==> images/flops_by_reg.png <==
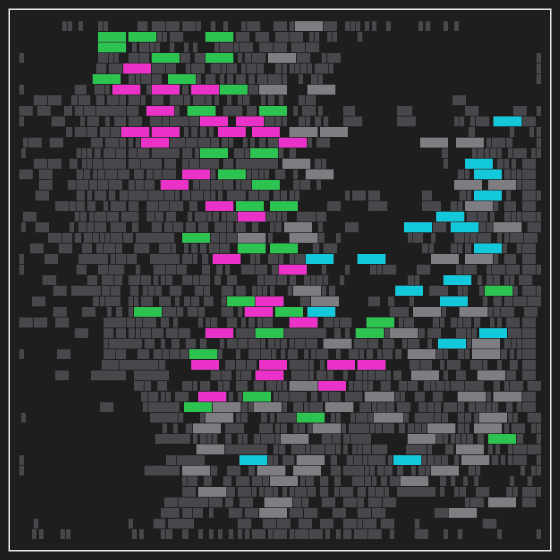
==> images/power_grid.png <==
Pins as bars on the die edge.
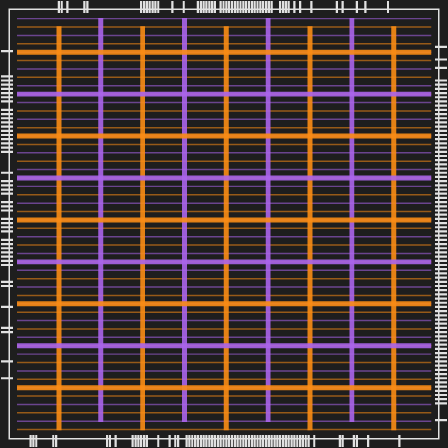
## config.mk

```make
export PLATFORM = sky130hd
export DESIGN_NAME = ie_sequencer
export DESIGN_NICKNAME = d
export VERILOG_FILES = /design/src/rtl/ie_sequencer.sv
export SDC_FILE = /design/constraint.sdc
export NUM_CORES = 1
export LEC_CHECK = 0
export ABC_CLOCK_PERIOD_IN_PS = 4200
export CORE_MARGIN = 2
export CORE_UTILIZATION = 44
export CTS_BUF_LIST = sky130_fd_sc_hd__clkbuf_8
export DETAILED_ROUTE_END_ITERATION = 10
export PLACE_DENSITY = 0.88
export SETUP_SLACK_MARGIN = 0.5
export SLEW_MARGIN = 10
export SYNTH_ARGS = -nofsm -noshare
export SYNTH_HDL_FRONTEND = slang
export SYNTH_SLANG_ARGS = --single-unit
```

## constraint.sdc

```tcl
create_clock -name clk -period 4.2 [get_ports clk]
set_input_delay 0.63 -clock clk [delete_from_list [all_inputs] [get_ports clk]]
set_output_delay 0.63 -clock clk [all_outputs]
set_load 0.01 [all_outputs]
```

## src/rtl/ie_sequencer.sv

```systemverilog
// rtl/ie_sequencer.sv - interrupt/exception entry and IRETD return packet sequencer for fetch2.
// Optional pending-request latch is enabled by defining IE_PENDING_LATCH_EN.
module ie_sequencer #(
  parameter int NUM_SRC  = 3,
  parameter int VEC_BASE = 13,
  parameter int PKT_W    = 128
) (
  input  logic               clk,
  input  logic               reset,
  input  logic [NUM_SRC-1:0] ie_req,
  input  logic [31:0]        idtr_base,
  input  logic [31:0]        eip_wb,
  input  logic [17:0]        eflags_wb,
  input  logic [15:0]        cs_wb,
  input  logic               is_iretd,
  input  logic               final_instr_wb,
  input  logic               pkt_ready,
  output logic [PKT_W-1:0]   pkt_out,
  output logic               pkt_valid,
  output logic               pkt_sel,
  output logic               flush_pipe,
  output logic               ld_eip,
  output logic               servicing,
  output logic               switching,
  output logic [7:0]         vec_out
);

  // S_XFLUSH is the flush cycle between SERVICE and the first EXIT packet.
  typedef enum logic [2:0] {
    S_IDLE, S_FLUSH, S_ENTRY, S_WAIT_E, S_SERVICE, S_XFLUSH, S_EXIT, S_WAIT_X
  } state_t;

  state_t       state, state_next;
  logic [3:0]   k, k_next;
  logic         arbitrate;
  logic         ld_set;
  logic         accept;

  logic [31:0]  cap_addr, cap_addr4, cap_eflags, cap_cs, cap_eip;
  logic [7:0]   cap_vec;

  logic [NUM_SRC-1:0] arb_src;
  logic [7:0]   win_idx;
  logic [7:0]   win_vec;
  logic [31:0]  win_addr;
  logic [127:0] pkt128;

`ifdef IE_PENDING_LATCH_EN
  logic [NUM_SRC-1:0] pend;
  logic [NUM_SRC-1:0] win_mask;

  assign arb_src = (state == S_WAIT_X) ? pend : ie_req;

  always_comb begin
    win_mask = '0;
    for (int i = NUM_SRC - 1; i >= 0; i--) begin
      if (arb_src[i]) begin
        win_mask    = '0;
        win_mask[i] = 1'b1;
      end
    end
  end

  always_ff @(posedge clk) begin
    if (reset) begin
      pend <= '0;
    end else if (arbitrate) begin
      pend <= (pend & ~win_mask) | ((state == S_IDLE) ? '0 : ie_req);
    end else if (state != S_IDLE) begin
      pend <= pend | ie_req;
    end
  end
`else
  assign arb_src = ie_req;
`endif

  always_comb begin
    win_idx = 8'd0;
    for (int i = NUM_SRC - 1; i >= 0; i--) begin
      if (arb_src[i]) win_idx = 8'(i);
    end
  end

  assign win_vec  = 8'(VEC_BASE) + win_idx;
  assign win_addr = idtr_base + {21'b0, win_vec, 3'b000};
  assign accept   = pkt_valid && pkt_ready;

  always_ff @(posedge clk) begin
    if (reset) begin
      state <= S_IDLE;
      k     <= 4'd0;
    end else begin
      state <= state_next;
      k     <= k_next;
    end
  end

  always_comb begin
    state_next = state;
    k_next     = k;
    arbitrate  = 1'b0;
    ld_set     = 1'b0;
    pkt_valid  = 1'b0;
    pkt_sel    = 1'b0;
    servicing  = 1'b0;
    switching  = 1'b0;
    case (state)
      S_IDLE: begin
        if (|ie_req) begin
          state_next = S_FLUSH;
          arbitrate  = 1'b1;
        end
      end
      S_FLUSH: begin
        pkt_sel    = 1'b1;
        switching  = 1'b1;
        state_next = S_ENTRY;
        k_next     = 4'd0;
      end
      S_ENTRY: begin
        pkt_valid = 1'b1;
        pkt_sel   = 1'b1;
        servicing = 1'b1;
        switching = 1'b1;
        if (accept) begin
          if (k == 4'd8) begin
            state_next = S_WAIT_E;
            k_next     = 4'd0;
          end else begin
            k_next = k + 4'd1;
          end
        end
      end
      S_WAIT_E: begin
        pkt_sel   = 1'b1;
        servicing = 1'b1;
        switching = 1'b1;
        if (final_instr_wb) begin
          state_next = S_SERVICE;
          ld_set     = 1'b1;
        end
      end
      S_SERVICE: begin
        servicing = 1'b1;
        if (is_iretd) state_next = S_XFLUSH;
      end
      S_XFLUSH: begin
        pkt_sel    = 1'b1;
        servicing  = 1'b1;
        switching  = 1'b1;
        state_next = S_EXIT;
        k_next     = 4'd0;
      end
      S_EXIT: begin
        pkt_valid = 1'b1;
        pkt_sel   = 1'b1;
        servicing = 1'b1;
        switching = 1'b1;
        if (accept) begin
          if (k == 4'd1) begin
            state_next = S_WAIT_X;
            k_next     = 4'd0;
          end else begin
            k_next = k + 4'd1;
          end
        end
      end
      S_WAIT_X: begin
        pkt_sel   = 1'b1;
        servicing = 1'b1;
        switching = 1'b1;
        if (final_instr_wb) begin
          ld_set     = 1'b1;
          state_next = S_IDLE;
`ifdef IE_PENDING_LATCH_EN
          if (|pend) begin
            state_next = S_FLUSH;
            arbitrate  = 1'b1;
          end
`endif
        end
      end
      default: state_next = S_IDLE;
    endcase
  end

  // Pulses are registered so they line up with the FLUSH/XFLUSH cycle.
  always_ff @(posedge clk) begin
    if (reset) begin
      flush_pipe <= 1'b0;
      ld_eip     <= 1'b0;
    end else begin
      flush_pipe <= (state_next == S_FLUSH) || (state_next == S_XFLUSH);
      ld_eip     <= (state_next == S_FLUSH) || ld_set;
    end
  end

  always_ff @(posedge clk) begin
    if (reset) begin
      cap_addr   <= 32'd0;
      cap_addr4  <= 32'd0;
      cap_eflags <= 32'd0;
      cap_cs     <= 32'd0;
      cap_eip    <= 32'd0;
      cap_vec    <= 8'd0;
    end else if (arbitrate) begin
      cap_addr   <= win_addr;
      cap_addr4  <= win_addr + 32'd4;
      cap_eflags <= {14'b0, eflags_wb};
      cap_cs     <= {16'b0, cs_wb};
      cap_eip    <= eip_wb;
      cap_vec    <= win_vec;
    end
  end

  assign vec_out = (state == S_IDLE) ? 8'd0 : cap_vec;

  function automatic logic [31:0] le32(input logic [31:0] v);
    return {v[7:0], v[15:8], v[23:16], v[31:24]};
  endfunction

  always_comb begin
    pkt128 = '0;
    if (state == S_ENTRY) begin
      case (k)
        4'd0:    pkt128 = {8'h68, le32(cap_eflags), 88'h0};
        4'd1:    pkt128 = {8'h68, le32(cap_cs), 88'h0};
        4'd2:    pkt128 = {8'h68, le32(cap_eip), 88'h0};
        4'd3:    pkt128 = {16'h8B0D, le32(cap_addr), 80'h0};
        4'd4:    pkt128 = {16'h8B15, le32(cap_addr4), 80'h0};
        4'd5:    pkt128 = {24'h6687D1, 104'h0};
        4'd6:    pkt128 = {24'hC1F904, 104'h0};
        4'd7:    pkt128 = {24'h668EC9, 104'h0};
        4'd8:    pkt128 = {16'hFFE2, 112'h0};
        default: pkt128 = '0;
      endcase
    end else if (state == S_EXIT) begin
      pkt128 = (k == 4'd0) ? {8'hCB, 120'h0} : {8'h59, 120'h0};
    end
  end

  assign pkt_out = PKT_W'(pkt128) << (PKT_W - 128);

endmodule
```

==> results.cfg <==
; yosys + openroad results
[run_status]
status = completed

[clock_tree]
cts_setup_buffers = 2
postCtsHoldBufs = 0
cts_resized = 24
clock_latency_ns = 0.45
cts-root-buf = clkbuf_8
cts_max_level = 4
cts_buffers = 17
cts.clk_slew.worst_paths_ns = 0.08
clock_sinks = 141
cts_max_path_buffers = 2
cts_tree = built

[critical_path]
r2r_end = cap_addr4[26]$_SDFFE_PP0P_
required_ns = 3.57
worst-setup-path-type = register to primary output
r2r_start = state[1]$_SDFF_PP0_
cp-startpoint = k[0]$_SDFFE_PP0P_
crit_path_start_kind = register
crit_family = buffers and inverters
worstPathArrival_ns = 3.06
r2r_setup_slack_ns = 1.51
crit_buf_inv = 3
worst-path-max-fanout = 39
critPathCapture = pkt_out[111]
crit_path_end_kind = primary output
crit_chain = inv_1, ha_2, nand2b_1, a211oi_2, o41ai_4, buf_6, a41oi_1, clkdlybuf4s50_1
path_depth = 8
cp_slowest_stage_delay_ns = 0.60
crit_slowest_cell = clkdlybuf4s50_1

[final_timing]
relSlewSlack_pct = 50.2
min_period_ns = 3.69
whs_ns = 0.456
rsz0062_at_grt = yes
hold_viol_final = 0
setup_tns_ns = 0
worst_slack_ns = 0.510
max_freq_ghz = 0.271
setup_viol = 0
skew_ns = 0.00802
worst_pin_slew_ns = 0.746
final-max-slew-violation-count = 0
period_used_pct = 87.9

[layout]
lay_top_cells = nand2_1 (231), clkdlybuf4s50_1 (159), dfxtp_1 (139), a21oi_1 (125), conb_1 (83)
lay_top_count = nand2_1
ff_count = 141
n_all_buffers = 211
nNonClkInverters = 16
comb_cells = 841
final_area_sq_um = 10400
diodes = 0
non_clock_buffer_area_share_pct = 19.5
instances_no_fill = 1470
seq_share_pct = 27.1
n_fill_cell = 1565
drive_gt1_share_pct = 10.7
sh_comb_area_pct = 46.1
finalNetCount = 1345
clkCellAreaFrac_pct = 3.92
areaGrowthSynthToFinish_pct = 30.2
clock_buffers = 17
largest_cell_class = logic gates
comb_area_sq_um = 4810

[yosys]
syn_area_sq_um = 8000
ys_sh_aoi_pct = 21.1
adder_share_pct = 1.94
top_area_cell = dfxtp_1
numSynthFlops = 141
synth_top_cell_by_count = nand2_1
synth_seq_share_pct = 35.3
ys_sh_simple_pct = 24.2
synthDistinctLibCells = 61
ys_sh_mux_pct = 0
yosys_area_sq_um = 8000
ys_top_cells_by_count = nand2_1 (231), dfxtp_1 (141), a21oi_1 (126), buf_4 (85), nor2_1 (73)
synth.top_cell.area_share_pct = 35.3
top_logic_kind = simple AND/OR/NAND/NOR gates
synth.avg_cell_area_sq_um = 7.44
synthArstFlopShare_pct = 0
ys_sh_xor_pct = 5.15
area_leaders = dfxtp_1 (35%), nand2_1 (11%), buf_4 (8.0%)
synth_warnings = 0
flop_cell = dfxtp_1
edf_count = 0
yosys_cells = 1074
synthCells = 1074

[global_route]
grt_start_max_net_pins = 146
antenna_found_initial = 0
met3_usage_pct = 4.56
grt_usage_pct = 23.3
grt_first_pass_wirelength_um = 37000
grt_pass1_vias = 7433
met2_usage_pct = 38.5
gr-total-overflow = 0
top_usage_layer = met2
met1_usage_pct = 29.3

[detailed_routing]
vias_per_cell = 5.45
post_drt_wl_per_cell_um = 16.1
dr_wl_met2_um = 11300
drtPass1Iterations = 7
wirelength_um = 23700
drt_iter0_markers = 759
route.met3.wl_um = 1760
vias = 8015
top_layer = met4
ant_nets = 0

[power_and_ir_drop]
finalPower_mw = 3.87
netSwitchingPower_mw = 1.33
power_combinational_mw = 1.11
p_sw_share_pct = 34.3
clkPwrFrac_pct = 29.3
pg_clk_mw = 1.13
combinationalPowerShare_pct = 28.8
internal_power_mw = 2.54
power_density_nw_per_um2 = 371
p_seq_share_pct = 42.0
leakagePower_nw = 3.86
power_leader = sequential cells

[run]
tool_warnings = 33
cap_viol_max_count = 0

[place]
post-place-ws_ns = -0.355
place_inst = 1436
place_area_sq_um = 9840
portBuffers = 164
place_congestion = 0.870
hpwlAfterDp_um = 17100

[min_path]
hold_depth = 2
min_to = cap_addr4[9]$_SDFFE_PP0P_
hold_start = cap_addr4[9]$_SDFFE_PP0P_

[die]
io_pins = 248
chipArea_sq_um = 19300
fp.dieW_um = 139
row_count = 49
## Picture notes: flops_by_reg.png
cap_addr -> green  # sequential cells 32
cap_eflags -> cyan  # sequential cells 18, where right middle
cap_addr4 -> magenta  # sequential cells 30
not colored = 61
final core utilization: 58.2%
Seq power: 1.62 mW
register area: 2830 sq um

## Picture notes: power_grid.png
VSS -> orange
VDD -> purple
met5 straps = 9
signal pins = 248
met1 rails = 50
rows = 49
CORE AREA: 17,900 sq um
height of the die: 139 um
Max VDD drop: 0.226 mV

Power figures rest on the tool's default switching activity, not on a simulated workload.
